Figure 1. Where the registers sit.
(1.5 px per um)
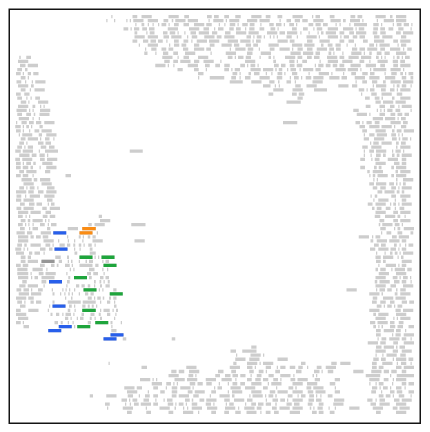
Figure 2. Cell classes on the final placement.
(1.5 px per um)
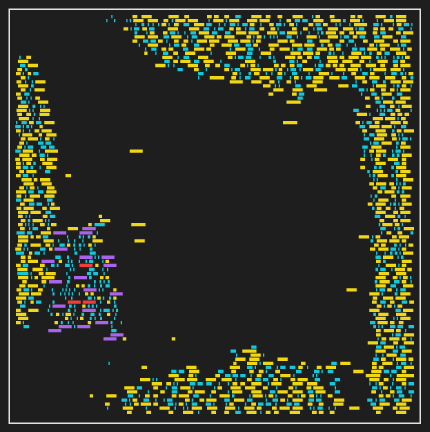
Figure 3. Track usage over the die.
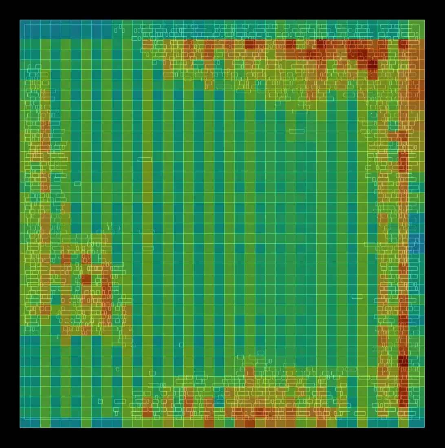
Figure 4. Sizing map.
(1.5 px per um)
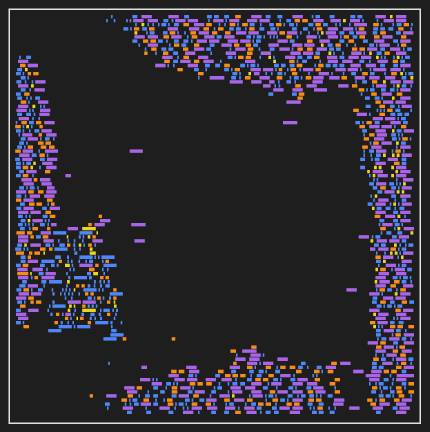
Figure 5. M1 wires.
(1.5 px per um)
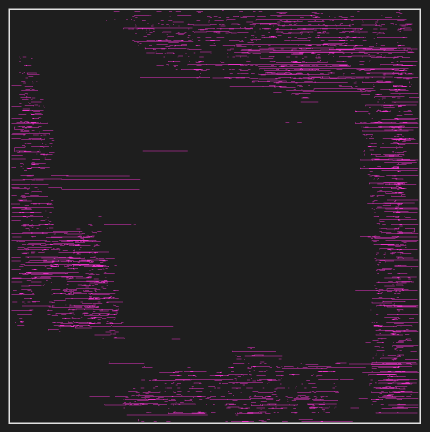
==> config.mk <==
export PLATFORM = sky130hd
export DESIGN_NAME = axi_dma_w
export DESIGN_NICKNAME = d
export VERILOG_FILES = /design/src/rtl/axi_dma_w.sv
export SDC_FILE = /design/constraint.sdc
export NUM_CORES = 1
export LEC_CHECK = 0
export ABC_AREA = 1
export CELL_PAD_IN_SITES_DETAIL_PLACEMENT = 1
export CELL_PAD_IN_SITES_GLOBAL_PLACEMENT = 2
export CORE_AREA = 3 3 270 272
export CTS_CLUSTER_DIAMETER = 100
export CTS_CLUSTER_SIZE = 12
export DETAILED_ROUTE_END_ITERATION = 16
export DIE_AREA = 0 0 273 275
export PLACE_DENSITY = 0.68
export SLEW_MARGIN = 30
export SYNTH_ARGS = -nofsm -noshare
export SYNTH_HDL_FRONTEND = slang
export SYNTH_SLANG_ARGS = --single-unit
==> constraint.sdc <==
create_clock -name clk -period 1.73 [get_ports clk]
set_input_delay 0.4325 -clock clk [delete_from_list [all_inputs] [get_ports clk]]
set_output_delay 0.4325 -clock clk [all_outputs]
set_load 0.05 [all_outputs]
==> src/rtl/axi_dma_w.sv <==
// rtl/axi_dma_w.sv - AXI4 write-master burst engine, one burst in flight at a time
//
// Purpose: accepts one burst of write beats per request from the internal databus
// and drives the AXI AW, W and B channels toward the DDR controller. A non-OKAY
// write response is reported on `error` until the next response arrives.
//
// Ports:
//   clk, rst              - clock, asynchronous active-low reset
//   valid/ready           - databus request/beat handshake (ready = beat taken)
//   addr, len             - burst start address and beats-minus-one (taken at AW handshake)
//   wdata, wstrb          - beat payload
//   error                 - last burst received a non-OKAY bresp
//   m_axi_aw*             - AXI write address channel
//   m_axi_w*              - AXI write data channel
//   m_axi_b*              - AXI write response channel
module axi_dma_w #(
    parameter int ADDR_W = 32,
    parameter int DATA_W = 256,
    parameter int LEN_W  = 8,
    parameter int ID_W   = 1
) (
    input  logic                clk,
    input  logic                rst,
    input  logic                valid,
    input  logic [ADDR_W-1:0]   addr,
    input  logic [DATA_W-1:0]   wdata,
    input  logic [DATA_W/8-1:0] wstrb,
    input  logic [LEN_W-1:0]    len,
    output logic                ready,
    output logic                error,
    output logic [ID_W-1:0]     m_axi_awid,
    output logic [ADDR_W-1:0]   m_axi_awaddr,
    output logic [LEN_W-1:0]    m_axi_awlen,
    output logic [2:0]          m_axi_awsize,
    output logic [1:0]          m_axi_awburst,
    output logic                m_axi_awlock,
    output logic [3:0]          m_axi_awcache,
    output logic [2:0]          m_axi_awprot,
    output logic [3:0]          m_axi_awqos,
    output logic                m_axi_awvalid,
    input  logic                m_axi_awready,
    output logic [DATA_W-1:0]   m_axi_wdata,
    output logic [DATA_W/8-1:0] m_axi_wstrb,
    output logic                m_axi_wlast,
    output logic                m_axi_wvalid,
    input  logic                m_axi_wready,
    input  logic [1:0]          m_axi_bresp,
    input  logic                m_axi_bvalid,
    output logic                m_axi_bready
);

    localparam logic [2:0] AWSIZE = 3'($clog2(DATA_W / 8));

    typedef enum logic [1:0] {
        W_ADDR_HS = 2'd0,
        W_DATA    = 2'd1,
        W_RESP    = 2'd2
    } state_t;

    state_t           state_q, state_d;
    logic [LEN_W-1:0] len_q, len_d;
    // One bit wider than len so a 2^LEN_W-beat burst never wraps before the compare.
    logic [LEN_W:0]   cnt_q, cnt_d;
    logic             error_q, error_d;

    logic                awvalid_c, wvalid_c, wlast_c, ready_c, bready_c;
    logic [DATA_W-1:0]   wdata_c;
    logic [DATA_W/8-1:0] wstrb_c;

    always_ff @(posedge clk or negedge rst) begin
        if (!rst) begin
            state_q <= W_ADDR_HS;
            len_q   <= '0;
            cnt_q   <= '0;
            error_q <= 1'b0;
        end else begin
            state_q <= state_d;
            len_q   <= len_d;
            cnt_q   <= cnt_d;
            error_q <= error_d;
        end
    end

    always_comb begin
        state_d   = state_q;
        len_d     = len_q;
        cnt_d     = cnt_q;
        error_d   = error_q;
        awvalid_c = 1'b0;
        wvalid_c  = 1'b0;
        wlast_c   = 1'b0;
        ready_c   = 1'b0;
        bready_c  = 1'b0;
        wdata_c   = '0;
        wstrb_c   = '0;
        case (state_q)
            W_ADDR_HS: begin
                awvalid_c = valid;
                cnt_d     = '0;
                if (valid && m_axi_awready) begin
                    len_d   = len;
                    state_d = W_DATA;
                end
            end
            W_DATA: begin
                wvalid_c = valid;
                wdata_c  = wdata;
                wstrb_c  = wstrb;
                wlast_c  = (cnt_q == {1'b0, len_q});
                if (valid && m_axi_wready) begin
                    ready_c = 1'b1;
                    cnt_d   = cnt_q + {{LEN_W{1'b0}}, 1'b1};
                    if (wlast_c) begin
                        state_d = W_RESP;
                    end
                end
            end
            W_RESP: begin
                bready_c = 1'b1;
                if (m_axi_bvalid) begin
                    error_d = (m_axi_bresp != 2'b00);
                    state_d = W_ADDR_HS;
                end
            end
            default: begin
                state_d = W_ADDR_HS;
            end
        endcase
    end

    // Handshake outputs are forced low while reset is held so they drop the
    // moment reset asserts, even if the requester keeps valid high.
    assign ready         = ready_c & rst;
    assign m_axi_awvalid = awvalid_c & rst;
    assign m_axi_wvalid  = wvalid_c & rst;
    assign m_axi_wlast   = wlast_c & rst;
    assign m_axi_bready  = bready_c & rst;
    assign m_axi_wdata   = wdata_c;
    assign m_axi_wstrb   = wstrb_c;
    assign error         = error_q;

    assign m_axi_awid    = '0;
    assign m_axi_awaddr  = addr;
    assign m_axi_awlen   = len;
    assign m_axi_awsize  = AWSIZE;
    assign m_axi_awburst = 2'b01;
    assign m_axi_awlock  = 1'b0;
    assign m_axi_awcache = 4'h2;
    assign m_axi_awprot  = 3'b010;
    assign m_axi_awqos   = 4'h0;

endmodule

==> impl_metrics.yaml <==
# flow metrics
status:
  status: "finished with violations"
  failing_checks: "negative setup slack"
logic_synthesis:
  ys_cells: 816
  synth.ff_latch_count: 20
  synth.cell_area_mm2: 0.00390
  yosys.cell_count.top_type: "inv_1"
  edf_count: 0
  top_area_cell: "inv_1"
  area_leaders: "inv_1, nor2_1, dfrtp_1, buf_4, buf_2"
  top_area_cell_share_pct: 29.8
  ys_dominant_reg_cell: "dfrtp_1"
  post_synth.cell_area_avg_um2: 4.78
  yosys.cell_types.count: 28
  synthTopCellsByCount: "inv_1, nor2_1, buf_4, nand2_1, buf_2"
  yosys-stat-area_mm2: 0.00390
  synthesis.instances: 816
  postSynthSeqShare_pct: 12.8
  yosysWarningCount: 0
  async_flop_share_pct: 100
setup_path:
  cp_cell_sequence: "inv_2 > nand2_8 > buf_12 > bufbuf_16 > nor2_4 > buf_12"
  crit_path_max_incr_delay_ps: 390
  arrival_ps: 1600
  crit_buf_inv: 4
  slowest_cp_cell: "dfrtp_1"
  timing.critical_path.mode_cell: "buf_12"
  required_time_of_the_critical_path_ps: 1300
  endpoint_kind: "output port"
  worst-path-max-fanout: 14
  criticalPathCategory: "reg2out"
  path_delay_family: "buffers and inverters"
  startpoint_type: "register"
final_layout:
  fin_cells: 2378
  finish.utilization_pct: 23.4
  layout-area-overhead-vs-synth_pct: 326
  finalNetCount: 1766
  drive_above_1_share_pct: 48.3
  n_fill_cell: 8124
floorplan:
  floorplan.core_util_pct: 5.49
  floorplan.core_area_mm2: 0.0710
  io_pins: 688
  die_area_mm2: 0.0751
  floorplan.rows: 98
  die_y_um: 275
  die_w_um: 273
sta:
  grt_setup_unrepaired: "yes"
  finalHoldViolCount: 0
  fin_crit_sh_pct: 118
  finalCriticalPeriod_ps: 2030
  fin_skew_ps: 3.13
  timing.final.setup_violations: 292
  final.setup.worst_slack_ps: -304
  max_freq_ghz: 0.492
  report.final.slew_viol_count: 0
job:
  tool_warnings: 29
  cap_violations: 0
clocking:
  clk_transition_reported_paths_ps: 60
  root_buffer: "clkbuf_16"
  cts.path.max_buffers: 2
  htreeDepth: 1
  clock_sink_count: 20
  tritoncts: "yes"
  worst_skew_pair.late_latency_ps: 250
  cts_buffers: 3
detailed_routing:
  route.antenna.remaining_nets: 0
  routed_wl_mm: 33.4
  drt_iter0_markers: 87
  drc: 0
  drtPass1Iterations: 4
  post_drt_wl_per_cell_um: 14.0
  vias: 6886
  vias_per_cell: 2.90
grt:
  first_global_vias: 7261
  antenna_found_initial: 1
  grt_first_pass_wirelength_mm: 44.4
  grt.overflow.total: 0
  grt_start_max_net_pins: 40
pwr:
  combinationalPowerShare_pct: 94.3
  internal_power_mw: 9.97
  power.sequential.fraction_pct: 3.4
  max_rail_drop_vdd_mv: 0.596
  power.switching_mw: 11.3
  p_leak_nw: 7.56
  power_mw: 21.3
  power-per-cell-area_mw_per_mm2: 1280
  sw_frac_of_total_pct: 53.1
  p_clk_share_pct: 2.3
place:
  number_of_placed_instances_with_taps_included: 2355
  gp_congestion: 0.841
  port_buffers: 605
  dpl.hpwl_mm: 28.0
hold_path:
  class_of_the_tightest_hold_or_removal_check: "in2async"
Back to the opening pictures, Figure 1:
blue -> `len_q`  # placed flops 8, where lower left
green -> `cnt_q`  # placed flops 9
orange -> `state_q`  # placed flops 2
not colored = 1

Back to the opening pictures, Figure 2:
yellow -> other buffers and delay cells  # cells 683
purple -> flip-flops  # cells 20
red -> cells driving clock nets  # cells 3
cyan -> all other logic  # cells 721

Back to the opening pictures, Figure 3:
GRT Util Overall: 7.53%
met1 capacity usage during global routing: 7.96%
most used routing layer in global routing: met2
met3 demand-to-capacity share in global routing: 2.28%

Back to the opening pictures, Figure 4:
blue -> drive 1 or less  # cells 738, share 52%
orange -> drive 3 to 4  # cells 269, share 19%
purple -> drive 6 and up  # cells 341, share 24%
yellow -> drive 2  # cells 79, share 5.5%

Back to the opening pictures, Figure 5:
nets with wire on the layer = 1477
share of all routed wire = 34%
main direction = horizontal
wire length on this layer = 11400 um

-- layer usage --
| metal | share of wire [%] | up-vias | global-route usage (%) |
|---|---|---|---|
| met5 | 0 | - | 0 |
| met4 | 0.69 | 0 | 0.379 |
| met3 | 9.0 | 15 | 2.28 |
| met2 | 56 | 371 | 15.2 |
| met1 | 34 | 3194 | 7.96 |
| li1 | - | 3306 | - |
-- kinds of logic after synthesis --
group	share of synthesized area [%]
other	0.193
adders and majority gates	0.321
xor gates and xnor gates	1.12
and+or+nand+nor	36.3
muxes	0.866
buffers and inverters	45.9
AOI/OAI and AO/OA	2.47
DFF	12.8
-- through the flow --
stage	setup TNS (ps)	instance area, um^2	hold WS [ps]	setup slack [ps]
6_report	-57910	16600	243	-304
5_1_grt	-76890	16600	266	-354
4_1_cts	-62200	15200	512	-299
3_5_place_dp	-7890	14200	491	-290
3_3_place_gp	-4000	14200	465	-288
2_1_floorplan	-55260	4050	137	-212
-- layout make-up --
| type | instances | area, um^2 | share of cell area (%) |
|---|---|---|---|
| clock buffer | 3 | 75.1 | 0.452 |
| multi-input combinational | 406 | 3540 | 21.3 |
| sequential | 20 | 503 | 3.03 |
| timing repair buffer | 683 | 10100 | 60.9 |
| inverter | 315 | 1180 | 7.11 |
| antenna | 1 | 2.50 | 0.0151 |
| tap | 950 | 1190 | 7.15 |
-- power by group through the flow --
| stage | Clock [mW] | Sequential [mW] | Combinational [mW] |
|---|---|---|---|
| floorplan | 0 | 0.704 | 8.04 |
| global placement | 0 | 0.716 | 17.1 |
| detailed placement | 0 | 0.725 | 17.2 |
| CTS | 0.497 | 0.724 | 18.4 |
| global route | 0.511 | 0.745 | 20.8 |
| finish | 0.487 | 0.721 | 20.0 |
-- state kept, by name, summed over array words and instances, names as in the netlist --
register and flops:
state_q 2, cnt_q 9, error 1, len_q 8
-- path summary, 6_finish.rpt --
check                      startpoint              end  slack (ps)  cells past startpoint
max in group asynchronous         rst         cnt_q[3]        1230                      2
hold reg to reg              cnt_q[7]         cnt_q[7]         500                      2
min in group clk             cnt_q[7]         cnt_q[7]         500                      2
hold / removal                    rst            error         240                      2
setup / recovery           state_q[1]  m_axi_wdata[21]        -300                      6
setup reg to reg           state_q[1]         cnt_q[5]          80                     11
-- layout by cell type (no fill, tap or decap), drive strengths merged --
master / instances
buf: 372
inv: 315
nor2: 310
clkdlybuf4s50: 301
nand2: 37
dfrtp: 20
conb: 18
clkbuf: 10
o21ai: 9
nand3: 7
a21oi: 5
xor2: 4
nor3: 4
mux2: 3
o22ai: 3
dlymetal6s2s: 2
diode: 1
nor4: 1
nand4: 1
o31ai: 1
nor3b: 1
xnor2: 1
ha: 1
bufbuf: 1
-- what timing repair did --
action / 4_1_cts / 5_1_grt
hold buffers: 0 / 0
resized: 239 / 297
pin swaps: 6 / 5
endpoints found under the hold margin: 0 / 0
endpoints found under the setup margin: 293 / 294
setup buffers: 2 / 7
gates cloned: 1 / 9
No activity file was given, so power comes from the tool's default toggle rates.
